[config.mk]
export PLATFORM = sky130hd
export DESIGN_NAME = systolic_output_deskew
export DESIGN_NICKNAME = d
export VERILOG_FILES = /design/src/rtl/systolic_pkg.sv /design/src/rtl/systolic_output_deskew_sync_fifo.sv /design/src/rtl/systolic_output_deskew.sv
export SDC_FILE = /design/constraint.sdc
export NUM_CORES = 1
export LEC_CHECK = 0
export ABC_AREA = 0
export CAP_MARGIN = 20
export CORE_ASPECT_RATIO = 0.9
export CORE_UTILIZATION = 46
export DETAILED_ROUTE_END_ITERATION = 6
export PLACE_DENSITY = 0.66
export REMOVE_ABC_BUFFERS = 1
export SYNTH_ARGS = -nofsm -noshare
export SYNTH_HDL_FRONTEND = slang
export SYNTH_HIERARCHICAL = 1
export SYNTH_SLANG_ARGS = --single-unit
[constraint.sdc]
create_clock -name clk_in -period 5.1 [get_ports clk_in]
set_input_delay 1.02 -clock clk_in [delete_from_list [all_inputs] [get_ports clk_in]]
set_output_delay 1.02 -clock clk_in [all_outputs]
set_load 0.01 [all_outputs]
[src/rtl/systolic_pkg.sv]
// Shared fixed-point definitions for the systolic array datapath.
package systolic_pkg;

  localparam int FIXED_POINT_WIDTH    = 16;
  localparam int FIXED_POINT_POSITION = 10;

  typedef logic signed [FIXED_POINT_WIDTH-1:0] fixed_t;

endpackage

[src/rtl/systolic_output_deskew_sync_fifo.sv]
// sync_fifo: single-clock FIFO for the deskewed output vectors.
//   clk, rst   : rising-edge clock, asynchronous active-high reset
//   push/push_data : write request; accepted when not full, or when full
//                    and a pop happens on the same edge
//   pop        : read request; ignored while empty
//   pop_data   : head entry, forced to zero while empty
//   full, empty, count : occupancy status (count ranges 0..DEPTH)
// DEPTH must be a power of two so the pointers wrap naturally.
module sync_fifo #(
  parameter int WIDTH = 8,
  parameter int DEPTH = 4
) (
  input  logic                     clk,
  input  logic                     rst,
  input  logic                     push,
  input  logic [WIDTH-1:0]         push_data,
  input  logic                     pop,
  output logic [WIDTH-1:0]         pop_data,
  output logic                     full,
  output logic                     empty,
  output logic [$clog2(DEPTH):0]   count
);

  localparam int AW = $clog2(DEPTH);
  localparam int CW = AW + 1;

  logic [AW-1:0]    wr_ptr_q, wr_ptr_d;
  logic [AW-1:0]    rd_ptr_q, rd_ptr_d;
  logic [CW-1:0]    count_q,  count_d;
  logic [WIDTH-1:0] mem_q [DEPTH];
  logic [WIDTH-1:0] mem_d [DEPTH];
  logic             push_ok, pop_ok;

  assign full     = (count_q == CW'(DEPTH));
  assign empty    = (count_q == '0);
  assign count    = count_q;
  assign pop_data = empty ? '0 : mem_q[rd_ptr_q];

  always_comb begin
    pop_ok   = pop && !empty;
    // A pop on the same edge frees the head slot, so a full FIFO can still push.
    push_ok  = push && (!full || pop_ok);
    mem_d    = mem_q;
    wr_ptr_d = wr_ptr_q;
    rd_ptr_d = rd_ptr_q;
    count_d  = count_q;
    if (push_ok) begin
      mem_d[wr_ptr_q] = push_data;
      wr_ptr_d        = wr_ptr_q + AW'(1);
    end
    if (pop_ok) begin
      rd_ptr_d = rd_ptr_q + AW'(1);
    end
    case ({push_ok, pop_ok})
      2'b10:   count_d = count_q + CW'(1);
      2'b01:   count_d = count_q - CW'(1);
      default: count_d = count_q;
    endcase
  end

  always_ff @(posedge clk or posedge rst) begin
    if (rst) begin
      wr_ptr_q <= '0;
      rd_ptr_q <= '0;
      count_q  <= '0;
    end else begin
      wr_ptr_q <= wr_ptr_d;
      rd_ptr_q <= rd_ptr_d;
      count_q  <= count_d;
    end
  end

  always_ff @(posedge clk) begin
    mem_q <= mem_d;
  end

endmodule

[src/rtl/systolic_output_deskew.sv]
// systolic_output_deskew: realigns skewed systolic array column sums into
// whole result vectors and buffers them behind a valid/ready interface.
//   clk_in, rst_in   : rising-edge clock, asynchronous active-high reset
//   sum_in           : column sums, column c arriving c cycles after column 0
//   sum_valid_in     : marks the cycle column 0 of a vector is on sum_in
//   result_out       : aligned vector at FIFO head (zero when not valid)
//   result_valid_out / result_ready_in : output handshake
//   overflow_out     : sticky, set when an aligned vector found the FIFO full
//   count_out        : FIFO occupancy
// Build option: define SYSTOLIC_RELU_EN to clamp negative columns to zero
// before they enter the FIFO. SYSTOLIC_ARRAY_COLS must be at least 2.
module systolic_output_deskew
  import systolic_pkg::*;
#(
  parameter int SYSTOLIC_ARRAY_COLS = 8,
  parameter int FIXED_POINT_WIDTH   = systolic_pkg::FIXED_POINT_WIDTH,
  parameter int FIFO_DEPTH          = 4
) (
  input  logic                                                  clk_in,
  input  logic                                                  rst_in,
  input  logic [SYSTOLIC_ARRAY_COLS-1:0][FIXED_POINT_WIDTH-1:0] sum_in,
  input  logic                                                  sum_valid_in,
  output logic [SYSTOLIC_ARRAY_COLS-1:0][FIXED_POINT_WIDTH-1:0] result_out,
  output logic                                                  result_valid_out,
  input  logic                                                  result_ready_in,
  output logic                                                  overflow_out,
  output logic [$clog2(FIFO_DEPTH):0]                           count_out
);

  localparam int COLS = SYSTOLIC_ARRAY_COLS;
  localparam int W    = FIXED_POINT_WIDTH;

  logic [COLS-1:0][W-1:0] aligned;
  logic [COLS-1:0][W-1:0] wr_data;
  logic [COLS-2:0]        vld_q, vld_d;
  logic                   aligned_vld;
  logic                   overflow_q, overflow_d;
  logic                   fifo_full, fifo_empty;

  // Column c needs COLS-1-c stages to line up with the last column, which
  // arrives latest and feeds the alignment point directly.
  for (genvar c = 0; c < COLS; c++) begin : g_col
    localparam int D = COLS - 1 - c;
    if (D == 0) begin : g_pass
      assign aligned[c] = sum_in[c];
    end else begin : g_dly
      logic [D-1:0][W-1:0] sr_q, sr_d;
      always_comb begin
        sr_d[0] = sum_in[c];
        for (int unsigned i = 1; i < D; i++) sr_d[i] = sr_q[i-1];
      end
      always_ff @(posedge clk_in) begin
        sr_q <= sr_d;
      end
      assign aligned[c] = sr_q[D-1];
    end
  end

  always_comb begin
    vld_d[0] = sum_valid_in;
    for (int unsigned i = 1; i < COLS - 1; i++) vld_d[i] = vld_q[i-1];
  end

  assign aligned_vld = vld_q[COLS-2];

  always_comb begin
`ifdef SYSTOLIC_RELU_EN
    for (int unsigned c = 0; c < COLS; c++) begin
      wr_data[c] = aligned[c][W-1] ? '0 : aligned[c];
    end
`else
    wr_data = aligned;
`endif
  end

  // Full implies non-empty, so a pop on this edge is exactly result_ready_in.
  always_comb begin
    overflow_d = overflow_q | (aligned_vld && fifo_full && !result_ready_in);
  end

  always_ff @(posedge clk_in or posedge rst_in) begin
    if (rst_in) begin
      vld_q      <= '0;
      overflow_q <= 1'b0;
    end else begin
      vld_q      <= vld_d;
      overflow_q <= overflow_d;
    end
  end

  sync_fifo #(
    .WIDTH (COLS * W),
    .DEPTH (FIFO_DEPTH)
  ) u_fifo (
    .clk       (clk_in),
    .rst       (rst_in),
    .push      (aligned_vld),
    .push_data (wr_data),
    .pop       (result_ready_in),
    .pop_data  (result_out),
    .full      (fifo_full),
    .empty     (fifo_empty),
    .count     (count_out)
  );

  assign result_valid_out = !fifo_empty;
  assign overflow_out     = overflow_q;

endmodule

==> run_1/closeup.png <==
Bar = 10 um. Window x 180 to 220, y 40 to 80 um. Cells in grey, sequential cells in the stronger grey; small squares are vias.
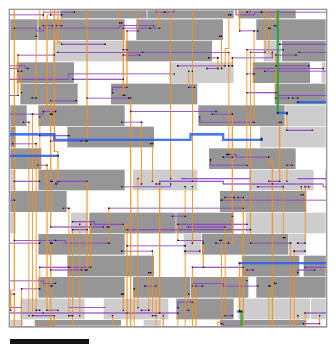
layer	colour
M1	purple
M4	green
M3	blue
M2	orange
netlist names of flops here include	u_fifo/mem_q (20), aligned (4), g_col.g_dly.sr_d (4)
most frequent	edfxtp_1 (20), dfxtp_1 (8), mux4_2 (5)
cells with their middle in the window	42
sequential cells in the window	28

==> run_1/gates.png <==
Bar = 100 um.
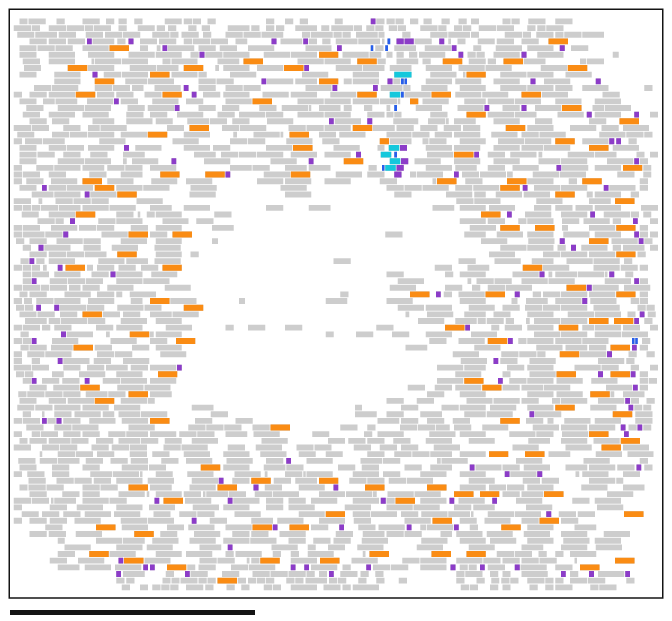
family	colour	cells	most used
inv cells	blue	11	inv_1
and/or cells	purple	135	and2_1
fa/ha/maj cells	cyan	6	ha_1
mux cells	orange	130	mux4_2

==> flow_summary_export.csv, run 1 <==
group,metric,value,unit
yosys,ys_area,28940,um^2
yosys,top_cell_area_share,53.13,%
clock_network,post_cts_buffers,0,
setup_path,max_stage_delay,0.80,ns
setup_path,r2r_start,"u_fifo/count[0]$_DFFE_PP0P_",
clock_network,numCtsBuffers,91,
yosys,ys_cells,1311,
run_status,outcome,"complete, no violations",
power,swShare,25.69,%
floorplan,die_y,240.0,um
yosys,postSynthSeqShare,85.42,%
floorplan,coreArea,61660,um^2
yosys,synth.cellmix.simpleShare,2.970,%
yosys,adder_share,0.2854,%
timing,fmax,0.2389,GHz
power,p_leak,12.64,nW
job,drv_cap,0,
setup_path,cp.required,4.08,ns
clock_network,cts_tree,"yes",
timing,setup_viol,0,
yosys,synth.top_cells.by_area,"edfxtp_1 53%, dfxtp_1 31%, mux4_2 10%",
yosys,syn_avg_cell_area,22.07,um^2
timing,setup_ws,0.9135,ns
worst_hold_path,hold_path.class,"flop to flop",
clock_network,cts_resized,0,
setup_path,cp_max_fo,26,
floorplan,io_pins,265,
setup_path,r2r_cells,8,
setup_path,worstSetupPathType,"flop to output pin",
power,pwr-share-clk,31.1,%
yosys,mux_share,10.04,%
clock_network,clk_latency,0.65,ns
floorplan,fp.dieArea,63920,um^2
placement,post-place-cells,2386,
power,combPwrFrac,25.1,%
drt,via_per_inst,4.735,
setup_path,crit_arrival,3.17,ns
placement,dp_hpwl,26560,um
yosys,syn-cell-area,28940,um^2
drt,drtPass1Iterations,4,
grt,grt_pass1_vias,12930,
final_layout,finalNonFillerCells,2555,
yosys,aoi_share,0.05188,%
power,p_int,16.43,mW
drt,drc_errors,0,
yosys,postSynth.asyncResetShare,1.538,%
grt,grt_first_pass_wirelength,73530,um
==> run_1/m3.png <==
Bar = 100 um. Cells faint in the background.
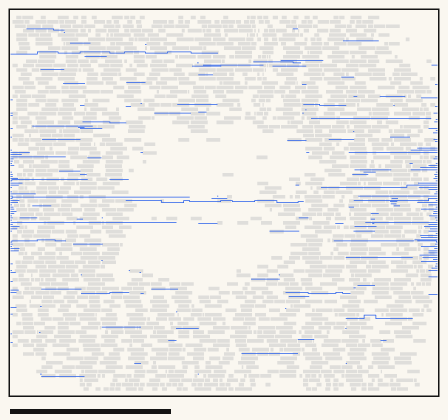
wire length on this layer	2560 um
share of all routed wire	5.4%

==> run_1/congestion_map.png <==
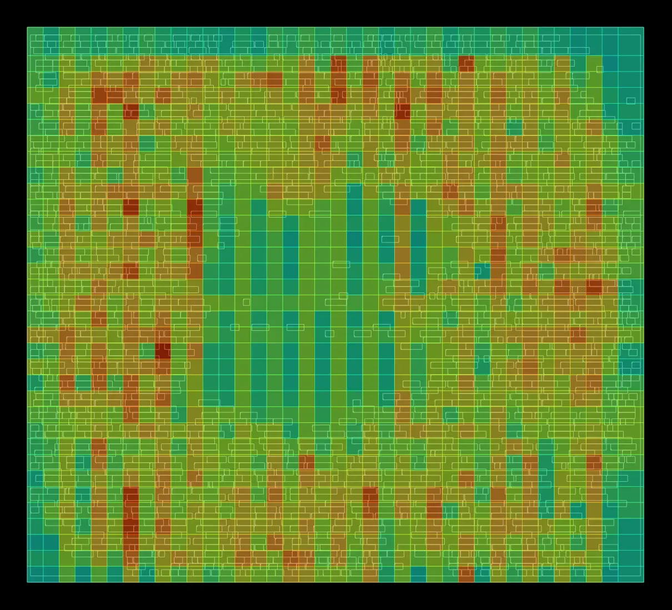
GRT Util Overall: 15.34%
Routed WL per cell: 18.70 um
met1 Use GR: 19.83%

==> run 1: layer usage <==
layer	track usage, %	up-vias	routed length, um
met5	0	-	82
met4	5.277	12	1031
met3	3.697	90	2562
met2	25.47	273	23590
met1	19.83	6157	20510
li1	-	5567	-
==> run 1: worst max path at each step <==
stage                endpoint  slack [ns]  cells past startpoint
2_1_floorplan   result_out[0]       -1.74                      2
3_3_place_gp   result_out[38]        1.49                      4
3_5_place_dp   result_out[41]        1.48                      4
4_1_cts        result_out[41]        0.77                      4
5_1_grt        result_out[71]        0.66                      4
6_report       result_out[71]        0.91                      4
==> run 1: power groups by stage <==
| stage | registers (mW) | clock network (mW) | logic, mW |
|---|---|---|---|
| finish | 9.68 | 6.87 | 5.56 |
| global route | 9.77 | 7.36 | 5.97 |
| CTS | 9.70 | 7.04 | 5.73 |
| detailed placement | 9.86 | 0 | 5.70 |
| global placement | 9.80 | 0 | 5.70 |
| floorplan | 10.2 | 0 | 2.94 |
==> run 1: cells in the final DEF (no fill, tap or decap), types with 2 or more instances in the layout <==
| master | count |
|---|---|
| and2_1 | 129 |
| and2_4 | 4 |
| buf_12 | 8 |
| buf_4 | 10 |
| bufinv_16 | 6 |
| clkbuf_1 | 16 |
| clkbuf_16 | 97 |
| clkbuf_8 | 14 |
| clkdlybuf4s50_1 | 264 |
| clkinv_1 | 4 |
| clkinv_16 | 4 |
| clkinv_2 | 18 |
| clkinvlp_4 | 4 |
| dfrtp_1 | 13 |
| dfrtp_4 | 2 |
| dfxtp_1 | 448 |
| edfxtp_1 | 512 |
| ha_1 | 5 |
| inv_1 | 11 |
| inv_6 | 3 |
| mux4_2 | 128 |
| xnor2_1 | 3 |
| xor2_1 | 3 |
==> run 1: stage by stage <==
stage                     hold slack, ns  cell area [um^2]  utilization [%]  power, mW  setup TNS (ns)
after global placement            0.3095             32620            52.91      15.50               0
after CTS                         0.3045             35810            58.07      22.47               0
final                             0.3065             35810            58.07      22.11               0
after detailed placement          0.3121             32620            52.91      15.56               0
after floorplan                   0.3096             28670                -      13.11         -223.98
after global routing              0.3159             35810            58.07      23.11               0
==> run 1: worst max-delay path: cells and delay by family (launching register included) <==
family,cells,cell delay (ns)
buffers and inverters,2,0.96
DFF,1,0.80
muxes,1,0.56
and+or+nand+nor,1,0.19
==> run 1: area by class of cell <==
cell class / instances / area share (%)
flip-flops and latches: 975 / 69.05
clock buffers: 127 / 7.485
inverters: 11 / 0.1153
clock inverters: 42 / 1.415
repair buffers: 282 / 8.037
multi-input cells: 282 / 10.97
well taps: 836 / 2.921
==> run 1: state kept, by name, summed over array words and instances, names as in the netlist <==
| register | cells |
|---|---|
| u_fifo/count | 3 |
| u_fifo/rd_ptr_q | 2 |
| u_fifo/wr_ptr_q | 2 |
| aligned | 96 |
| u_fifo/mem_q | 512 |
| g_col.g_dly.sr_q | 16 |
| overflow_out | 1 |
| vld_q | 7 |
| g_col.g_dly.sr_d | 336 |
==> run_1/m1.png <==
Bar = 100 um. Supply wires on this layer in grey.
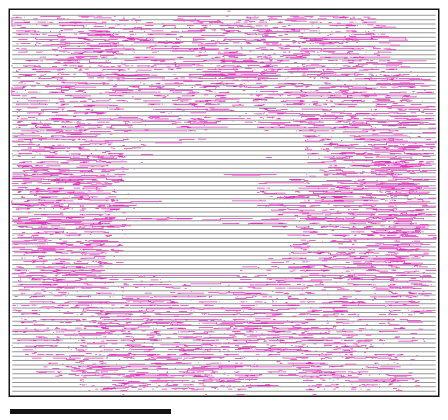

--- run 2 (diff from run 1) ---
Settings changed: PLACE_DENSITY 0.66 to 0.69.
Clock period 5.1 ns to 3.8 ns, I/O delays scaled along.
==> run_2/m1.png <==
Bar = 100 um. Supply wires on this layer in grey.
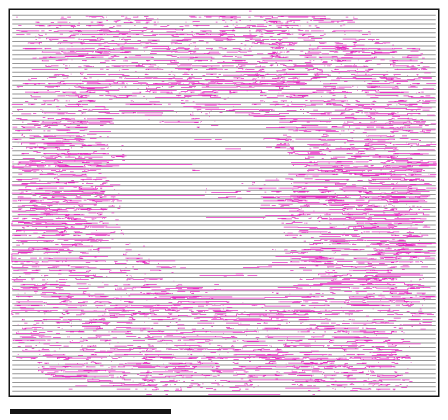
wire length on this layer	20.8 mm
share of all routed wire	43%

==> run_2/m3.png <==
Bar = 100 um. Cells faint in the background.
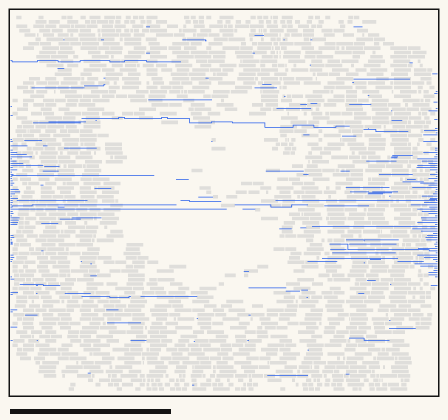
nets with wire on the layer	164
longest straight run	134 um

==> run 2 against run 1 <==
Against the previous run:
- sequential power increased by 34%
- final area increased by 0.15%
- highest routed layer unchanged
- critical path type unchanged
- critical endpoint is now result_out[57]
- sequential share of layout area decreased by 0.10 points
- largest power group unchanged
- via count increased by 0.51%
- critical path depth unchanged
- core utilization increased by 0.087 points
==> flow_summary_export.csv, run 2 <==
group,metric,value,unit
yosys,top_cell_area_share,53.13,%
run_status,outcome,"complete, no violations",
clock_network,clk_latency,0.65,ns
final_layout,top_register,"u_fifo/mem_q",
final_layout,final_cell_area,35860,um^2
grt,grtUsageTotal,15.61,%
floorplan,die_y,240.0,um
final_layout,finalNonFillerCells,2563,
clock_network,numCtsBuffers,90,
setup_path,worstSetupPathType,"flop to output pin",
drt,routedWlPerCell,18.84,um
worst_hold_path,hold_path.class,"flop to flop",
power,p_leak,12.68,nW
placement,dp_hpwl,28020,um
clock_network,cts_root_buffer,"clkbuf_16",
timing,setup_tns,0,ns
setup_path,max_stage_delay,0.58,ns
power,pwr-share-clk,30.5,%
yosys,ys_warn_count,6,
timing,setup_ws,0.2058,ns
yosys,ys_cells,1311,
timing,fmax,0.2782,GHz
yosys,syn-cell-area,28940,um^2
setup_path,cp_max_fo,27,
yosys,postSynth.asyncResetShare,1.538,%
final_layout,mostFrequentLayoutCells,"512 x edfxtp_1, 448 x dfxtp_1, 264 x clkdlybuf4s50_1, 129 x and2_1, 128 x mux4_2",
timing,timing.hold.ws,0.3118,ns
drt,drtPass1Iterations,5,
clock_network,ctsHtreeMaxLevel,3,
final_layout,largest_register_ffs,512,
clock_network,cts_tree,"yes",
power,combPwrFrac,25.7,%
yosys,postSynthSeqShare,85.42,%
power,p_int,21.95,mW
grt,grt_pass1_vias,13037,
power,swShare,25.98,%
placement,placed_area,32790,um^2
placement,post-place-cells,2393,
grt,grt_first_pass_wirelength,74270,um
drt,via_per_inst,4.745,
yosys,syn_avg_cell_area,22.07,um^2
timing,setup_viol,0,
setup_path,critical-path-top-delay-family,"buffers and inverters",
floorplan,coreArea,61660,um^2
clock_network,cts_resized,0,
floorplan,io_pins,265,
drt,drc_errors,0,
floorplan,fp.dieArea,63920,um^2
yosys,ys_area,28940,um^2
job,drv_cap,0,
==> run 2: per-stage QoR <==
step | util, % | power (mW)
2_1_floorplan | - | 17.27
5_1_grt | 58.16 | 30.96
4_1_cts | 58.16 | 30.09
3_3_place_gp | 53.17 | 20.93
3_5_place_dp | 53.17 | 21.04
6_report | 58.16 | 29.66
==> run 2: final timing paths <==
check | endpoint | slack [ns] | cells past startpoint
worst max register to register | u_fifo/count[2]$_DFFE_PP0P_ | 1.10 | 9
worst min register to register | aligned[89]$_DFF_P_ | 0.31 | 0
min in group asynchronous | vld_q[5]$_DFF_PP0_ | 0.40 | 2
worst max-delay path | result_out[57] | 0.21 | 4
max in group asynchronous | u_fifo/rd_ptr_q[1]$_DFFE_PP0P_ | 3.09 | 2
worst min-delay path | aligned[89]$_DFF_P_ | 0.31 | 0
==> run 2: cell families (layout without fill, tap and decap cells) <==
logic type	after synthesis	after routing	synth area share [%]
flops	975	975	85.42
other cells	0	1	0
simple gates	138	138	2.970
xor+xnor	6	6	0.1816
buf+inv	54	469	1.059
mux	130	130	10.04
fa+ha+maj	6	6	0.2854
compound gates	2	2	0.05190
==> run 2: worst register-to-register path, stage by stage, from the launching register on <==
cell and delay [ns]:
dfrtp_1 0.42, or3_4 0.54, buf_12 0.37, and2_1 0.23, ha_1 0.20, inv_1 0.06
fa_1 0.38, xor2_1 0.15, nor2_1 0.11, xor2_1 0.17
==> run 2: cell type report <==
cell class                      count  area [um^2]
Antenna cell                        1        2.502
Inverter                           11        41.29
Sequential cell                   975        24730
Fill cell                        4443        25800
Tap cell                          836         1046
Clock inverter                     47        485.5
Multi-Input combinational cell    282         3929
Timing Repair Buffer              289         3043
Clock buffer                      122         2587
==> run 2: routing by layer <==
layer  vias to the layer above  GRT usage (%)  share of wire, %
li1                       5596              -                 -
met1                      6152          20.30                43
met2                       302          25.62                49
met3                       103          3.892               5.6
met4                         8          5.486               2.6
met5                         -              0              0.10
==> run 2: power by group through the flow <==
stage / Combinational [mW] / Sequential [mW] / Clock (mW)
2_1_floorplan: 3.68 / 13.6 / 0
3_3_place_gp: 7.78 / 13.2 / 0
3_5_place_dp: 7.80 / 13.2 / 0
4_1_cts: 7.84 / 13.0 / 9.23
5_1_grt: 8.17 / 13.1 / 9.67
6_report: 7.62 / 13.0 / 9.03
Power and IR drop assume default switching activity.
